File: src/rtl/muldiv_pkg.sv
// Shared definitions for the RV32M multiply/divide unit.
//   - funct3 operation codes (RV32M encoding)
//   - FSM state encoding
//   - funct7 value identifying M-extension R-type instructions
package muldiv_pkg;

  localparam logic [2:0] F3_MUL    = 3'b000;
  localparam logic [2:0] F3_MULH   = 3'b001;
  localparam logic [2:0] F3_MULHSU = 3'b010;
  localparam logic [2:0] F3_MULHU  = 3'b011;
  localparam logic [2:0] F3_DIV    = 3'b100;
  localparam logic [2:0] F3_DIVU   = 3'b101;
  localparam logic [2:0] F3_REM    = 3'b110;
  localparam logic [2:0] F3_REMU   = 3'b111;

  localparam logic [6:0] FUNCT7_MULDIV = 7'b0000001;

  typedef enum logic [1:0] {
    ST_IDLE = 2'd0,
    ST_CALC = 2'd1,
    ST_DONE = 2'd2
  } state_e;

endpackage

File: src/rtl/muldiv_operand_prep.sv
// Combinational operand preparation for the multiply/divide unit.
// Ports:
//   funct3_i    operation select
//   rs1_i/rs2_i raw operands
//   mag_a_o     |rs1| (or rs1 when treated as unsigned)
//   mag_b_o     |rs2| (or rs2 when treated as unsigned)
//   neg_res_o   final result must be negated (two's complement)
//   fast_hit_o  divide-by-zero or signed overflow: no iteration needed
//   fast_val_o  result for the fast-path cases
module muldiv_operand_prep
  import muldiv_pkg::*;
#(
  parameter int XLEN = 32
) (
  input  logic [2:0]      funct3_i,
  input  logic [XLEN-1:0] rs1_i,
  input  logic [XLEN-1:0] rs2_i,
  output logic [XLEN-1:0] mag_a_o,
  output logic [XLEN-1:0] mag_b_o,
  output logic            neg_res_o,
  output logic            fast_hit_o,
  output logic [XLEN-1:0] fast_val_o
);

  logic is_div, is_rem, a_signed, b_signed, a_neg, b_neg;
  logic div_zero, div_ovf;

  assign is_div = funct3_i[2];
  assign is_rem = funct3_i[2] & funct3_i[1];

  // DIV/REM have funct3[0]=0 and are signed; MULH signs both, MULHSU only rs1.
  // MUL yields the same low half either way, so it is handled unsigned.
  assign a_signed = is_div ? ~funct3_i[0]
                           : ((funct3_i == F3_MULH) || (funct3_i == F3_MULHSU));
  assign b_signed = is_div ? ~funct3_i[0] : (funct3_i == F3_MULH);

  assign a_neg = a_signed & rs1_i[XLEN-1];
  assign b_neg = b_signed & rs2_i[XLEN-1];

  assign mag_a_o = a_neg ? -rs1_i : rs1_i;
  assign mag_b_o = b_neg ? -rs2_i : rs2_i;

  // Remainder takes the dividend's sign; products and quotients the XOR.
  assign neg_res_o = is_rem ? a_neg : (a_neg ^ b_neg);

  assign div_zero = is_div & (rs2_i == '0);
  assign div_ovf  = is_div & a_signed & (rs1_i == {1'b1, {(XLEN-1){1'b0}}})
                  & (rs2_i == '1);

  assign fast_hit_o = div_zero | div_ovf;

  always_comb begin
    fast_val_o = '0;
    if (div_zero) begin
      fast_val_o = is_rem ? rs1_i : '1;
    end else if (div_ovf) begin
      fast_val_o = is_rem ? '0 : rs1_i;
    end
  end

endmodule

File: src/rtl/ex_muldiv_unit.sv
// Iterative RV32M multiply/divide unit for the EX stage.
// Ports:
//   clk, rst          rising-edge clock, synchronous active-high reset
//   start, kill       issue request / abort of the in-flight operation
//   funct3            operation select
//   rs1_val, rs2_val  forwarded operands
//   busy              stall request (combinational)
//   done              one-cycle pulse, result valid for writeback
//   result            registered final result
//   dbg_state         current FSM state
// Handshake: an operation is accepted on an edge where start=1, kill=0 and
// the FSM is IDLE; done pulses exactly once per accepted, non-killed
// operation; busy covers the whole interval from issue until done.
module ex_muldiv_unit
  import muldiv_pkg::*;
#(
  parameter int XLEN  = 32,
  parameter int CNT_W = 6
) (
  input  logic            clk,
  input  logic            rst,
  input  logic            start,
  input  logic            kill,
  input  logic [2:0]      funct3,
  input  logic [XLEN-1:0] rs1_val,
  input  logic [XLEN-1:0] rs2_val,
  output logic            busy,
  output logic            done,
  output logic [XLEN-1:0] result,
  output state_e          dbg_state
);

  state_e            state_q;
  logic [CNT_W-1:0]  cnt_q;
  logic [2:0]        f3_q;
  logic              neg_q;
  logic [XLEN-1:0]   b_q;
  // Multiply: {high, low} product accumulator, multiplier shifted out of
  // the bottom. Divide: low half holds the dividend/quotient shift register.
  logic [2*XLEN-1:0] acc_q;
  logic [XLEN-1:0]   rem_q;
  logic [XLEN-1:0]   result_q;
  logic              done_q;

  logic [XLEN-1:0] mag_a, mag_b, fast_val;
  logic            neg_res, fast_hit;

  muldiv_operand_prep #(.XLEN(XLEN)) u_prep (
    .funct3_i   (funct3),
    .rs1_i      (rs1_val),
    .rs2_i      (rs2_val),
    .mag_a_o    (mag_a),
    .mag_b_o    (mag_b),
    .neg_res_o  (neg_res),
    .fast_hit_o (fast_hit),
    .fast_val_o (fast_val)
  );

  // One shift-add step.
  logic [XLEN:0]     mul_sum;
  logic [2*XLEN-1:0] mul_acc_d;
  assign mul_sum   = {1'b0, acc_q[2*XLEN-1:XLEN]} + {1'b0, b_q};
  assign mul_acc_d = acc_q[0] ? {mul_sum, acc_q[XLEN-1:1]}
                              : {1'b0, acc_q[2*XLEN-1:1]};

  // One restoring-division step on an XLEN+1 bit partial remainder.
  // The restored remainder is always below the divisor, so it fits XLEN bits.
  logic [XLEN:0]   div_shift, div_diff;
  logic            div_ge;
  logic [XLEN-1:0] div_rem_d, div_q_d;
  assign div_shift = {rem_q, acc_q[XLEN-1]};
  assign div_diff  = div_shift - {1'b0, b_q};
  assign div_ge    = ~div_diff[XLEN];
  assign div_rem_d = div_ge ? div_diff[XLEN-1:0] : div_shift[XLEN-1:0];
  assign div_q_d   = {acc_q[XLEN-2:0], div_ge};

  // Sign fix and selection, applied to the values of the last iteration.
  logic [2*XLEN-1:0] prod_fix;
  logic [XLEN-1:0]   quo_fix, rem_fix, final_res;
  assign prod_fix = neg_q ? -mul_acc_d : mul_acc_d;
  assign quo_fix  = neg_q ? -div_q_d : div_q_d;
  assign rem_fix  = neg_q ? -div_rem_d : div_rem_d;

  always_comb begin
    final_res = prod_fix[2*XLEN-1:XLEN];
    if (f3_q[2]) begin
      final_res = f3_q[1] ? rem_fix : quo_fix;
    end else if (f3_q == F3_MUL) begin
      final_res = prod_fix[XLEN-1:0];
    end
  end

  logic last_iter;
  assign last_iter = (cnt_q == CNT_W'(XLEN-1));

  always_ff @(posedge clk) begin
    if (rst) begin
      state_q  <= ST_IDLE;
      cnt_q    <= '0;
      f3_q     <= '0;
      neg_q    <= 1'b0;
      b_q      <= '0;
      acc_q    <= '0;
      rem_q    <= '0;
      result_q <= '0;
      done_q   <= 1'b0;
    end else begin
      done_q <= 1'b0;
      case (state_q)
        ST_IDLE: begin
          if (start && !kill) begin
            f3_q  <= funct3;
            neg_q <= neg_res;
            b_q   <= mag_b;
            acc_q <= {{XLEN{1'b0}}, mag_a};
            rem_q <= '0;
            cnt_q <= '0;
            if (fast_hit) begin
              result_q <= fast_val;
              done_q   <= 1'b1;
              state_q  <= ST_DONE;
            end else begin
              state_q <= ST_CALC;
            end
          end
        end
        ST_CALC: begin
          if (kill) begin
            state_q <= ST_IDLE;
          end else begin
            if (f3_q[2]) begin
              acc_q <= {acc_q[2*XLEN-1:XLEN], div_q_d};
              rem_q <= div_rem_d;
            end else begin
              acc_q <= mul_acc_d;
            end
            if (last_iter) begin
              result_q <= final_res;
              done_q   <= 1'b1;
              state_q  <= ST_DONE;
            end else begin
              cnt_q <= cnt_q + CNT_W'(1);
            end
          end
        end
        ST_DONE: state_q <= ST_IDLE;
        default: state_q <= ST_IDLE;
      endcase
    end
  end

  assign busy      = (start & ~kill & (state_q == ST_IDLE)) | (state_q != ST_IDLE);
  assign done      = done_q;
  assign result    = result_q;
  assign dbg_state = state_q;

endmodule

File: config.mk
export PLATFORM = sky130hd
export DESIGN_NAME = ex_muldiv_unit
export DESIGN_NICKNAME = d
export VERILOG_FILES = /design/src/rtl/muldiv_pkg.sv /design/src/rtl/muldiv_operand_prep.sv /design/src/rtl/ex_muldiv_unit.sv
export SDC_FILE = /design/constraint.sdc
export NUM_CORES = 1
export LEC_CHECK = 0
export CORE_ASPECT_RATIO = 0.9
export CORE_MARGIN = 5
export CORE_UTILIZATION = 50
export CTS_BUF_LIST = sky130_fd_sc_hd__clkbuf_8
export DETAILED_ROUTE_END_ITERATION = 10
export PLACE_DENSITY = 0.78
export RECOVER_POWER = 50
export SYNTH_ARGS = -nofsm -noshare
export SYNTH_HDL_FRONTEND = slang
export SYNTH_SLANG_ARGS = --single-unit
export TNS_END_PERCENT = 50
File: constraint.sdc
create_clock -name clk -period 12.51 [get_ports clk]
set_input_delay 3.1275 -clock clk [delete_from_list [all_inputs] [get_ports clk]]
set_output_delay 3.1275 -clock clk [all_outputs]
set_load 0.03 [all_outputs]
**Gate-type map**

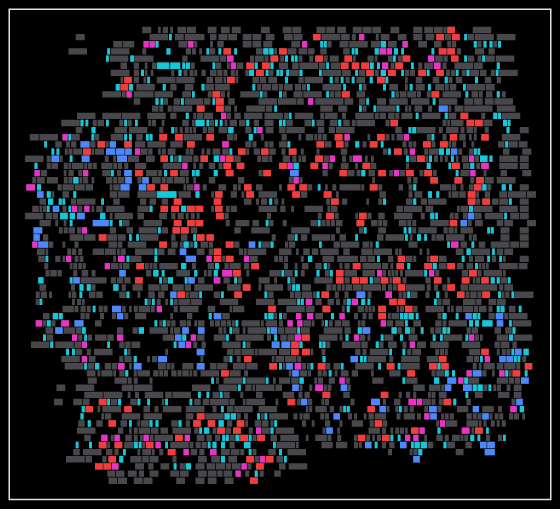
legend:
  cyan:
    family: NOR gates
    cells: 459
    where: spread over the die
  magenta:
    family: AND and OR gates
    cells: 103
    where: spread over the die
  blue:
    family: AND-OR and OR-AND gates
    cells: 82
  red:
    family: XOR/XNOR gates
    cells: 205

**Where the registers sit**

Scale bar: 50 um.
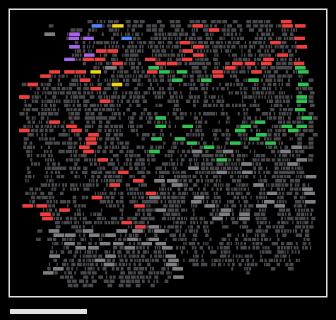
legend:
  purple:
    signal: cnt_q
    sequential_cells: 6
    where: north-west
  green:
    signal: result
    sequential_cells: 32
  yellow:
    signal: f3_q
    sequential_cells: 3
  red:
    signal: acc_q
    sequential_cells: 64
  blue:
    signal: dbg_state
    sequential_cells: 2

**Track usage over the die**

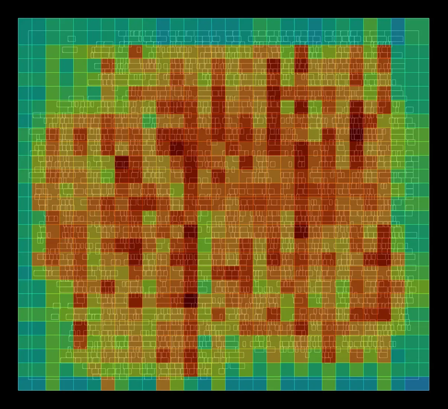
routed wirelength normalized by instance count: 22.69 um
Total GRT Usage: 33.34%

**Signal wires on met3**

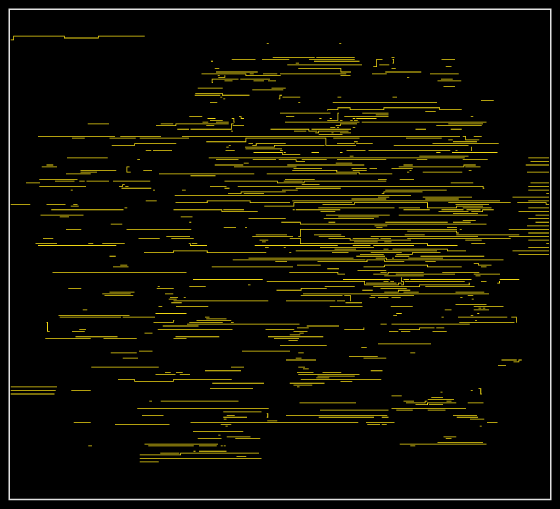
nets with wire on the layer: 390
longest straight run: 105 um
main direction: horizontal
met3 Use GR: 6.725%
WL final: 65860 um
total number of vias: 19.17k

==> run notes <==
Main metrics from the flow reports.

For the final routed database, the setup TNS stands at 0 ns. The number of slew-limit violations in the final report is 207. The worst setup path is launched from a primary input.

The routability congestion estimate is 1.037. The die extent in y came out at approximately 190 um. The number of clock sinks seen by CTS is roughly 170. The share of flip-flops with an asynchronous set or reset after synthesis is 0%. The quantity of I/O buffers inserted on ports is roughly 110. The vias per cell is 6.604. The die covers 38130 um^2. The final reports fail on capacitance limit, slew limit.

Summed over all instances, the cell type with the most area after synthesis is sky130_fd_sc_hd__dfxtp_1. The flow ran to the end, but the final reports show violations. The detailed router finished its first iteration with roughly 2.4k violations. The number of cells on the worst reg-to-reg path is 22. The H-tree depth is 4.

The I/O pin total is about 110. The worst hold path startpoint is result[5]$_SDFFE_PP0P_. The x dimension of the die came out at about 210 um.

The count of maximum capacitance violations came out at 4. The number of clock buffers inserted by TritonCTS came out at 17. The count of plain and timing-repair buffers came out at 134. The top cell type by area accounts for 20.18% of the synthesized area. TritonCTS built the clock tree. The cell count listed in synth_stat.txt is ~2.4k. By startpoint and endpoint, the worst setup path is classified as in2reg. According to the finish report, the design has a final net count of 2571. The internal cell power came out at 961.3 uW. The detailed-routing iteration count for the pre-antenna-repair pass came out at 6. The HPWL after detailed placement came out at 50710 um. The design has 173 sequential cells. The register area is 3467 um^2. The fraction of cell area in sequential cells is reported as between 10% and 20%. Hold timing on the final database bottoms out at a slack of 0.4892 ns. Setup repair after global routing left no endpoint under its margin.

For the worst reg-to-reg path, the endpoint reported by OpenROAD is result[30]$_SDFFE_PP0P_. In this run the worst setup path terminates at result[17]$_SDFFE_PP0P_.
-- cells in the final DEF (no fill, tap or decap), types with 36 or more instances in the layout --
| cell | n |
|---|---|
| sky130_fd_sc_hd__xor2_1 | 85 |
| sky130_fd_sc_hd__a211oi_1 | 86 |
| sky130_fd_sc_hd__a22oi_1 | 54 |
| sky130_fd_sc_hd__dlygate4sd3_1 | 36 |
| sky130_fd_sc_hd__nand2_1 | 215 |
| sky130_fd_sc_hd__clkdlybuf4s50_1 | 69 |
| sky130_fd_sc_hd__dfxtp_1 | 170 |
| sky130_fd_sc_hd__a21oi_1 | 219 |
| sky130_fd_sc_hd__inv_1 | 70 |
| sky130_fd_sc_hd__o211ai_1 | 37 |
| sky130_fd_sc_hd__nor2_1 | 348 |
| sky130_fd_sc_hd__o21ai_0 | 159 |
| sky130_fd_sc_hd__o31ai_1 | 40 |
| sky130_fd_sc_hd__nor3_1 | 68 |
| sky130_fd_sc_hd__nand3_1 | 39 |
| sky130_fd_sc_hd__xnor2_1 | 120 |
| sky130_fd_sc_hd__mux2i_1 | 63 |
| sky130_fd_sc_hd__ha_1 | 71 |
-- sequential cells by signal (all words and copies together) (netlist names) --
name,cells
acc_q,64
b_q,32
cnt_q,6
dbg_state,2
done,1
f3_q,3
neg_q,1
rem_q,32
result,32
-- per-layer routing --
layer  track usage [%]  vias up  share of wire, %
li1                  -     8907                 -
met1             46.09     9027                42
met2             50.54     1062                43
met3             6.725      174                10
met4             14.55        2               4.9
met5                 0        -             0.017
-- worst max-delay path, stage by stage --
cell	delay, ns
sky130_fd_sc_hd__dlygate4sd3_1	0.66
sky130_fd_sc_hd__nand2b_1	0.22
sky130_fd_sc_hd__nor3_1	0.15
sky130_fd_sc_hd__clkbuf_1	2.16
sky130_fd_sc_hd__nor2_4	-0.04
sky130_fd_sc_hd__clkbuf_1	1.10
sky130_fd_sc_hd__a21oi_4	0.45
sky130_fd_sc_hd__buf_4	0.59
sky130_fd_sc_hd__o211ai_1	0.18
sky130_fd_sc_hd__a221oi_1	0.26
sky130_fd_sc_hd__a211oi_1	0.11
-- cell families after synthesis --
kind of cell | after synthesis | share of synthesized area, %
compound gates | 796 | 30.35
xor+xnor | 205 | 10.46
fa+ha+maj | 73 | 5.411
buf+inv | 241 | 5.367
flops | 173 | 20.18
mux | 74 | 4.550
simple gates | 882 | 23.68
-- power by group through the flow --
stage	Combinational [mW]	Sequential, mW	Clock (mW)
after global routing	0.523	0.609	0.489
after global placement	0.460	0.618	0
after floorplan	0.341	0.589	0
after CTS	0.470	0.606	0.464
after detailed placement	0.467	0.619	0
final	0.486	0.607	0.465
-- stage by stage --
stage	power, mW	setup slack, ns	instances	util, %
4_1_cts	1.540	4.627	2902	55.48
6_report	1.558	3.857	2903	55.42
3_3_place_gp	1.078	4.632	2870	54.17
5_1_grt	1.621	3.228	2902	55.42
3_5_place_dp	1.085	4.636	2870	54.17
2_1_floorplan	0.9292	5.872	2444	-
Power is estimated from default activity; no workload was simulated.
